**src/rtl/vga_timing_pkg.sv**
```systemverilog
// rtl/vga_timing_pkg.sv - shared VGA timing defaults, derived-total helpers and receiver state encoding
package vga_timing_pkg;

    localparam int H_VIS_DEF = 800;
    localparam int H_FP_DEF  = 56;
    localparam int H_SW_DEF  = 120;
    localparam int H_BP_DEF  = 64;
    localparam int V_VIS_DEF = 600;
    localparam int V_FP_DEF  = 37;
    localparam int V_SW_DEF  = 6;
    localparam int V_BP_DEF  = 23;

    typedef enum logic [1:0] {
        SEARCH = 2'd0,
        ALIGN  = 2'd1,
        LOCK   = 2'd2
    } rx_state_e;

    // Period in clocks (or lines) of one axis, counted from the sync leading edge.
    function automatic int timing_total(input int vis, input int fp, input int sw, input int bp);
        return vis + fp + sw + bp;
    endfunction

    // Offset of the first visible pixel (or line) after the sync leading edge.
    function automatic int window_start(input int sw, input int bp);
        return sw + bp;
    endfunction

endpackage

```
**src/rtl/sync_edge_detect.sv**
```systemverilog
// rtl/sync_edge_detect.sv - registers one sync input and flags its leading (inactive-to-active) edge
module sync_edge_detect #(
    parameter logic SYNC_POL = 1'b1
) (
    input  logic clk_i,
    input  logic rst_i,
    input  logic sync_i,
    output logic edge_o
);

    logic sync_q;
    logic prev_q;

    always_ff @(posedge clk_i or posedge rst_i) begin
        if (rst_i) begin
            sync_q <= ~SYNC_POL;
            prev_q <= ~SYNC_POL;
        end else begin
            sync_q <= sync_i;
            prev_q <= sync_q;
        end
    end

    assign edge_o = (sync_q == SYNC_POL) && (prev_q != SYNC_POL);

endmodule

```
**src/rtl/vga_sync_receiver.sv**
```systemverilog
// rtl/vga_sync_receiver.sv - recovers pixel position and visible area from H/V sync and tracks timing lock
module vga_sync_receiver
    import vga_timing_pkg::*;
#(
    parameter int H_VIS    = H_VIS_DEF,
    parameter int H_FP     = H_FP_DEF,
    parameter int H_SW     = H_SW_DEF,
    parameter int H_BP     = H_BP_DEF,
    parameter int V_VIS    = V_VIS_DEF,
    parameter int V_FP     = V_FP_DEF,
    parameter int V_SW     = V_SW_DEF,
    parameter int V_BP     = V_BP_DEF,
    parameter bit SYNC_POL = 1'b1
) (
    input  logic        CLOCK_50,
    input  logic        Reset,
    input  logic        H_SYNC,
    input  logic        V_SYNC,
    input  logic        R,
    input  logic        G,
    input  logic        B,
    output logic [10:0] RX_COLUMN,
    output logic [9:0]  RX_ROW,
    output logic        RX_DISP_ENABLE,
    output logic        RX_R,
    output logic        RX_G,
    output logic        RX_B,
    output logic        LOCKED,
    output logic        SYNC_ERR,
    output logic [7:0]  ERR_COUNT,
    output logic        FRAME_DONE
);

    localparam int H_TOTAL = timing_total(H_VIS, H_FP, H_SW, H_BP);
    localparam int V_TOTAL = timing_total(V_VIS, V_FP, V_SW, V_BP);
    localparam int H_START = window_start(H_SW, H_BP);
    localparam int V_START = window_start(V_SW, V_BP);

    localparam logic [10:0] H_LAST = 11'(H_TOTAL - 1);
    localparam logic [9:0]  V_LAST = 10'(V_TOTAL - 1);
    localparam logic [10:0] H_LO   = 11'(H_START);
    localparam logic [10:0] H_HI   = 11'(H_START + H_VIS);
    localparam logic [9:0]  V_LO   = 10'(V_START);
    localparam logic [9:0]  V_HI   = 10'(V_START + V_VIS);

    logic h_edge;
    logic v_edge;

    sync_edge_detect #(.SYNC_POL(SYNC_POL)) u_h_edge (
        .clk_i (CLOCK_50),
        .rst_i (Reset),
        .sync_i(H_SYNC),
        .edge_o(h_edge)
    );

    sync_edge_detect #(.SYNC_POL(SYNC_POL)) u_v_edge (
        .clk_i (CLOCK_50),
        .rst_i (Reset),
        .sync_i(V_SYNC),
        .edge_o(v_edge)
    );

    rx_state_e   state_q;
    logic        locked_q;
    logic        sync_err_q;
    logic [7:0]  err_cnt_q;
    logic        frame_done_q;
    logic [10:0] hcnt_q, hcnt_d;
    logic [9:0]  vcnt_q, vcnt_d;
    logic [2:0]  rgb1_q, rgb2_q, rgb_q, rgb_d;
    logic [10:0] col_q, col_d;
    logic [9:0]  row_q, row_d;
    logic        de_q, de_d;

    logic line_ok, frame_ok, hcnt_sat;

    // At a leading edge the counter still holds the previous period minus one.
    assign line_ok  = (hcnt_q == H_LAST);
    assign frame_ok = (vcnt_q == V_LAST);
    assign hcnt_sat = (hcnt_q == 11'h7FF);

    always_comb begin
        hcnt_d = hcnt_q;
        vcnt_d = vcnt_q;
        if (h_edge) begin
            hcnt_d = '0;
        end else if (!hcnt_sat) begin
            hcnt_d = hcnt_q + 11'd1;
        end
        if (v_edge) begin
            vcnt_d = '0;
        end else if (h_edge && (vcnt_q != 10'h3FF)) begin
            vcnt_d = vcnt_q + 10'd1;
        end

        de_d  = locked_q && (hcnt_q >= H_LO) && (hcnt_q < H_HI)
                         && (vcnt_q >= V_LO) && (vcnt_q < V_HI);
        col_d = de_d ? (hcnt_q - H_LO) : '0;
        row_d = de_d ? (vcnt_q - V_LO) : '0;
        rgb_d = de_d ? rgb2_q : '0;
    end

    always_ff @(posedge CLOCK_50 or posedge Reset) begin
        if (Reset) begin
            hcnt_q <= '0;
            vcnt_q <= '0;
            rgb1_q <= '0;
            rgb2_q <= '0;
            rgb_q  <= '0;
            col_q  <= '0;
            row_q  <= '0;
            de_q   <= 1'b0;
        end else begin
            hcnt_q <= hcnt_d;
            vcnt_q <= vcnt_d;
            rgb1_q <= {R, G, B};
            rgb2_q <= rgb1_q;
            rgb_q  <= rgb_d;
            col_q  <= col_d;
            row_q  <= row_d;
            de_q   <= de_d;
        end
    end

    always_ff @(posedge CLOCK_50 or posedge Reset) begin
        if (Reset) begin
            state_q      <= SEARCH;
            locked_q     <= 1'b0;
            sync_err_q   <= 1'b0;
            err_cnt_q    <= '0;
            frame_done_q <= 1'b0;
        end else begin
            sync_err_q   <= 1'b0;
            frame_done_q <= v_edge && (state_q == LOCK);
            case (state_q)
                SEARCH: begin
                    if (v_edge) state_q <= ALIGN;
                end
                ALIGN: begin
                    // A bad frame length alone just restarts the measurement in ALIGN.
                    if (h_edge && !line_ok) begin
                        state_q <= SEARCH;
                    end else if (v_edge && frame_ok) begin
                        state_q  <= LOCK;
                        locked_q <= 1'b1;
                    end
                end
                LOCK: begin
                    if ((h_edge && !line_ok) || (v_edge && !frame_ok) || hcnt_sat) begin
                        state_q    <= SEARCH;
                        locked_q   <= 1'b0;
                        sync_err_q <= 1'b1;
                        if (err_cnt_q != 8'hFF) err_cnt_q <= err_cnt_q + 8'd1;
                    end
                end
                default: begin
                    state_q  <= SEARCH;
                    locked_q <= 1'b0;
                end
            endcase
        end
    end

    assign RX_COLUMN      = col_q;
    assign RX_ROW         = row_q;
    assign RX_DISP_ENABLE = de_q;
    assign RX_R           = rgb_q[2];
    assign RX_G           = rgb_q[1];
    assign RX_B           = rgb_q[0];
    assign LOCKED         = locked_q;
    assign SYNC_ERR       = sync_err_q;
    assign ERR_COUNT      = err_cnt_q;
    assign FRAME_DONE     = frame_done_q;

endmodule

```
**config.mk**
```make
export PLATFORM = sky130hd
export DESIGN_NAME = vga_sync_receiver
export DESIGN_NICKNAME = d
export VERILOG_FILES = /design/src/rtl/vga_timing_pkg.sv /design/src/rtl/sync_edge_detect.sv /design/src/rtl/vga_sync_receiver.sv
export SDC_FILE = /design/constraint.sdc
export NUM_CORES = 1
export LEC_CHECK = 0
export CORE_MARGIN = 8
export CORE_UTILIZATION = 54
export CTS_BUF_LIST = sky130_fd_sc_hd__clkbuf_8 sky130_fd_sc_hd__clkbuf_16
export CTS_CLUSTER_DIAMETER = 150
export DETAILED_ROUTE_END_ITERATION = 16
export PLACE_DENSITY = 0.79
export SETUP_SLACK_MARGIN = 0.3
export SYNTH_ARGS = -nofsm -noshare
export SYNTH_HDL_FRONTEND = slang
export SYNTH_SLANG_ARGS = --single-unit
```
**constraint.sdc**
```tcl
create_clock -name CLOCK_50 -period 2.6 [get_ports CLOCK_50]
set_clock_uncertainty 0.05 [all_clocks]
set_input_delay 0.26 -clock CLOCK_50 [delete_from_list [all_inputs] [get_ports CLOCK_50]]
set_output_delay 0.26 -clock CLOCK_50 [all_outputs]
set_load 0.03 [all_outputs]
```
==> flow_summary.yaml, run 1 <==
# yosys + openroad results
layout:
  fin_nets: 346
  post_layout_nonfiller_instances: 409
  comb_area_share_pct: 32.04
  count_of_plain_and_timing_repair_buffers: 47
  layout-area-overhead-vs-synth_pct: 23.19
  layout.area.comb_um2: 1207
  seq_cell_count: 69
  drive_gt1_share_pct: 8.902
logic_synthesis:
  synth.top_cells.by_area: "sky130_fd_sc_hd__dfrtp_1 56%, sky130_fd_sc_hd__nor2_1 6.0%, sky130_fd_sc_hd__xnor2_1 4.6%, sky130_fd_sc_hd__xor2_1 4.3%, sky130_fd_sc_hd__ha_1 2.9%"
  syn_area_um2: 3059
  syn-mean-instance-area_um2: 10.59
  post-synth-top-area-fraction_pct: 56.44
timing:
  max-slew-margin-rel_pct: 66.25
  post_route_worst_hold_slack_ns: 0.2229
  period_used_pct: 85.16
  report.final.slew_viol_count: 0
  final_hold_viol_count: 0
  period_minus_slack_ns: 2.214
clock_network:
  cts.clk_slew.worst_paths_ns: 0.07
  postCtsSetupBuffers: 0
  clk_latency_ns: 0.34
  clock_sinks: 69
  post_cts.resized_instances: 0
floorplan:
  core_um2: 5507
  num_rows: 27
outcome:
  run_status: "finished clean"
global_routing:
  met1_usage_pct: 17.77
  vias_in_the_first_global_route: 2131
worst_setup_path:
  r2r-end: "RX_ROW[2]"
  timing.critical_path.cells: "ha_2, or2_2, a2111o_1, a211o_4, nor3_1"
  r2r_slack_ns: 0.39
  crit_type: "reg2reg"
place:
  place_area_um2: 3515
  gp_congestion: 0.8563
  total_half_perimeter_wirelength_after_legalization_and_detailed_placement_mm: 4.011
detailed_routing:
  post_route_wl_mm: 5.960
  via_to_cell_ratio: 5.384
  met1_length_mm: 2.511
pwr:
  switching_share_pct: 22.45
  p_per_area_nw_per_um2: 629.0
  post-layout-total-power_mw: 2.371
  comb_power_share_pct: 7.1
  power_frac_seq_pct: 49.0
min_path:
  worst_hold_check_path_type: "in2async"
run_1/metal_stack.png
Only two layers are drawn.
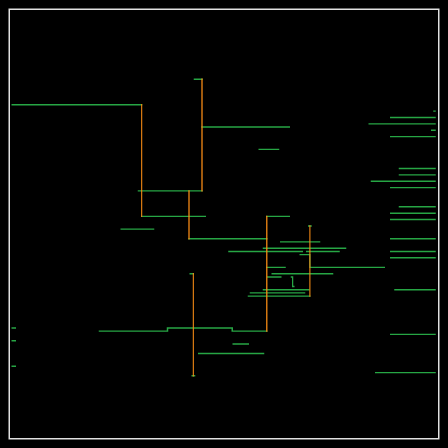
| colour | layer | wire length |
|---|---|---|
| green | met3 | 447 µm |
| orange | met4 | 119 µm |

run_1/registers.png
Bar = 20 µm.
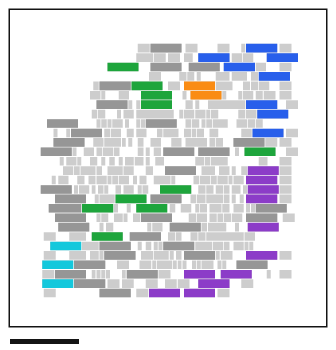
| colour | name in the netlist | placed flops |
|---|---|---|
| cyan | rgb1_q | 3 |
| purple | RX_COLUMN | 11 |
| orange | state_q | 2 |
| blue | ERR_COUNT | 8 |
| green | RX_ROW | 10 |
not coloured: 35

run_1/final_congestion.png
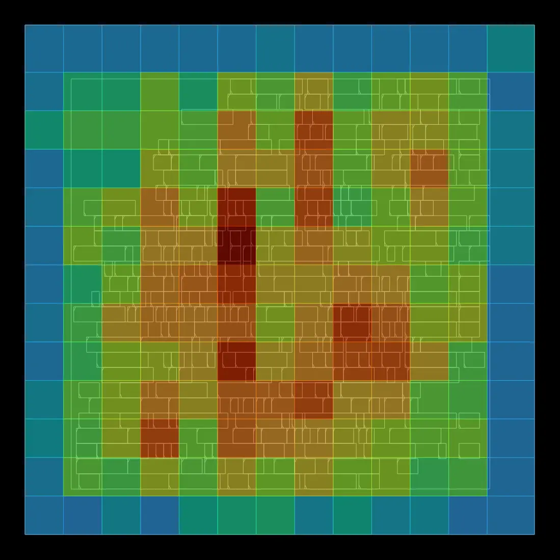
Top Usage Layer GRT: met2
met3 GRT Util: 6.008%
average wire per cell in the routed design: 14.57 µm

run_1/gate_families.png
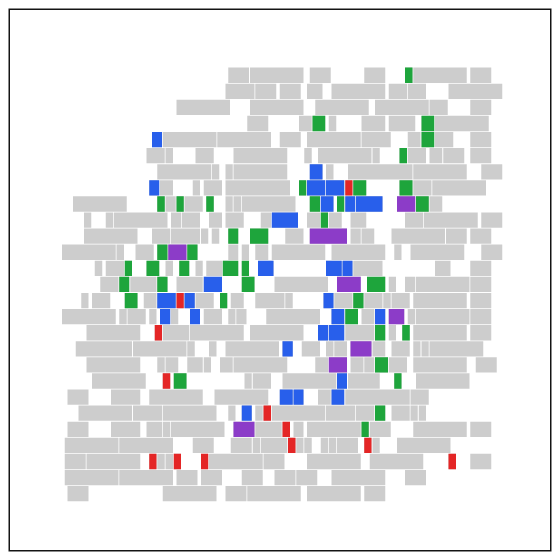
| colour | family | cells | most used |
|---|---|---|---|
| blue | inverting AOI/OAI gates | 28 | a21oi_1 |
| red | inverters | 12 | inv_1 |
| purple | AND-OR and OR-AND gates | 8 | a31o_2 |
| green | NAND gates | 39 | nand2_1 |

==> run 2: changes to the inputs <==
--- a/config.mk
+++ b/config.mk
@@ -5,12 +5,13 @@
 export SDC_FILE = /design/constraint.sdc
 export NUM_CORES = 1
 export LEC_CHECK = 0
+export ABC_AREA = 1
 export CORE_MARGIN = 8
-export CORE_UTILIZATION = 54
+export CORE_UTILIZATION = 30
 export CTS_BUF_LIST = sky130_fd_sc_hd__clkbuf_8 sky130_fd_sc_hd__clkbuf_16
 export CTS_CLUSTER_DIAMETER = 150
 export DETAILED_ROUTE_END_ITERATION = 16
-export PLACE_DENSITY = 0.79
+export RECOVER_POWER = 100
 export SETUP_SLACK_MARGIN = 0.3
 export SYNTH_ARGS = -nofsm -noshare
 export SYNTH_HDL_FRONTEND = slang
run_2/metal_stack.png
Only two layers are drawn.
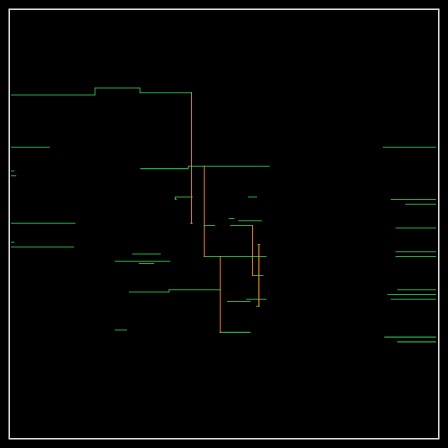
| colour | layer | wire length |
|---|---|---|
| orange | met4 | 117 µm |
| green | met3 | 399 µm |

==> run 2 against run 1 <==
  * The run now ends with capacitance limit, slew limit left
  * First-iteration DRC count is 7.3% higher
  * Final area is 12% higher
  * Global-route usage is 3.9 points lower
  * Wire length is 30% higher
  * Sequential power is 5% higher
  * Sequential share of layout area is 5.0 points lower
  * Register-to-register slack better by 0.12 ns
  * Critical endpoint is now ERR_COUNT[3]
  * Utilization is 31 points lower
  * Clock-buffer cell count is 1 lower
  * Largest power group is now the clock network
==> flow_summary.yaml, run 2 <==
# yosys + openroad results
detailed_routing:
  met1_length_mm: 3.571
  via_to_cell_ratio: 4.598
  wl_per_cell_um: 13.20
  post_route_wl_mm: 7.749
clock_network:
  postCtsSetupBuffers: 0
  clk_latency_ns: 0.33
run:
  maxcap_viol_count: 1
layout:
  fin_nets: 453
  comb_area_share_pct: 32.89
  post_layout_nonfiller_instances: 587
  count_of_plain_and_timing_repair_buffers: 43
  layout.area.comb_um2: 1390
  seq_cell_count: 69
  layout-area-overhead-vs-synth_pct: 23.92
global_routing:
  vias_in_the_first_global_route: 2670
  groute.layer.met3.usage_pct: 3.128
timing:
  report.final.slew_viol_count: 70
  post_route_worst_hold_slack_ns: 0.2952
  max-slew-margin-rel_pct: -11.95
  final_hold_viol_count: 0
  period_used_pct: 80.63
logic_synthesis:
  post-synth-top-area-fraction_pct: 50.62
  synth.top_cells.by_area: "sky130_fd_sc_hd__dfrtp_1 51%, sky130_fd_sc_hd__nand2_1 9.4%, sky130_fd_sc_hd__inv_1 4.6%, sky130_fd_sc_hd__nand3_1 4.3%, sky130_fd_sc_hd__xor2_1 4.1%"
  syn_area_um2: 3411
worst_setup_path:
  crit_type: "reg2reg"
  r2r_slack_ns: 0.50
  r2r-end: "ERR_COUNT[3]"
place:
  place_area_um2: 3990
  total_half_perimeter_wirelength_after_legalization_and_detailed_placement_mm: 5.423
  gp_congestion: 0.9395
outcome:
  run_status: "finished, violations left"
  violations: "capacitance limit, slew limit"
pwr:
  switching_share_pct: 27.66
  comb_power_share_pct: 12.1
  post-layout-total-power_mw: 2.920
min_path:
  worst_hold_check_path_type: "reg2reg"
floorplan:
  core_um2: 11270
Power is estimated from default activity; no workload was simulated.
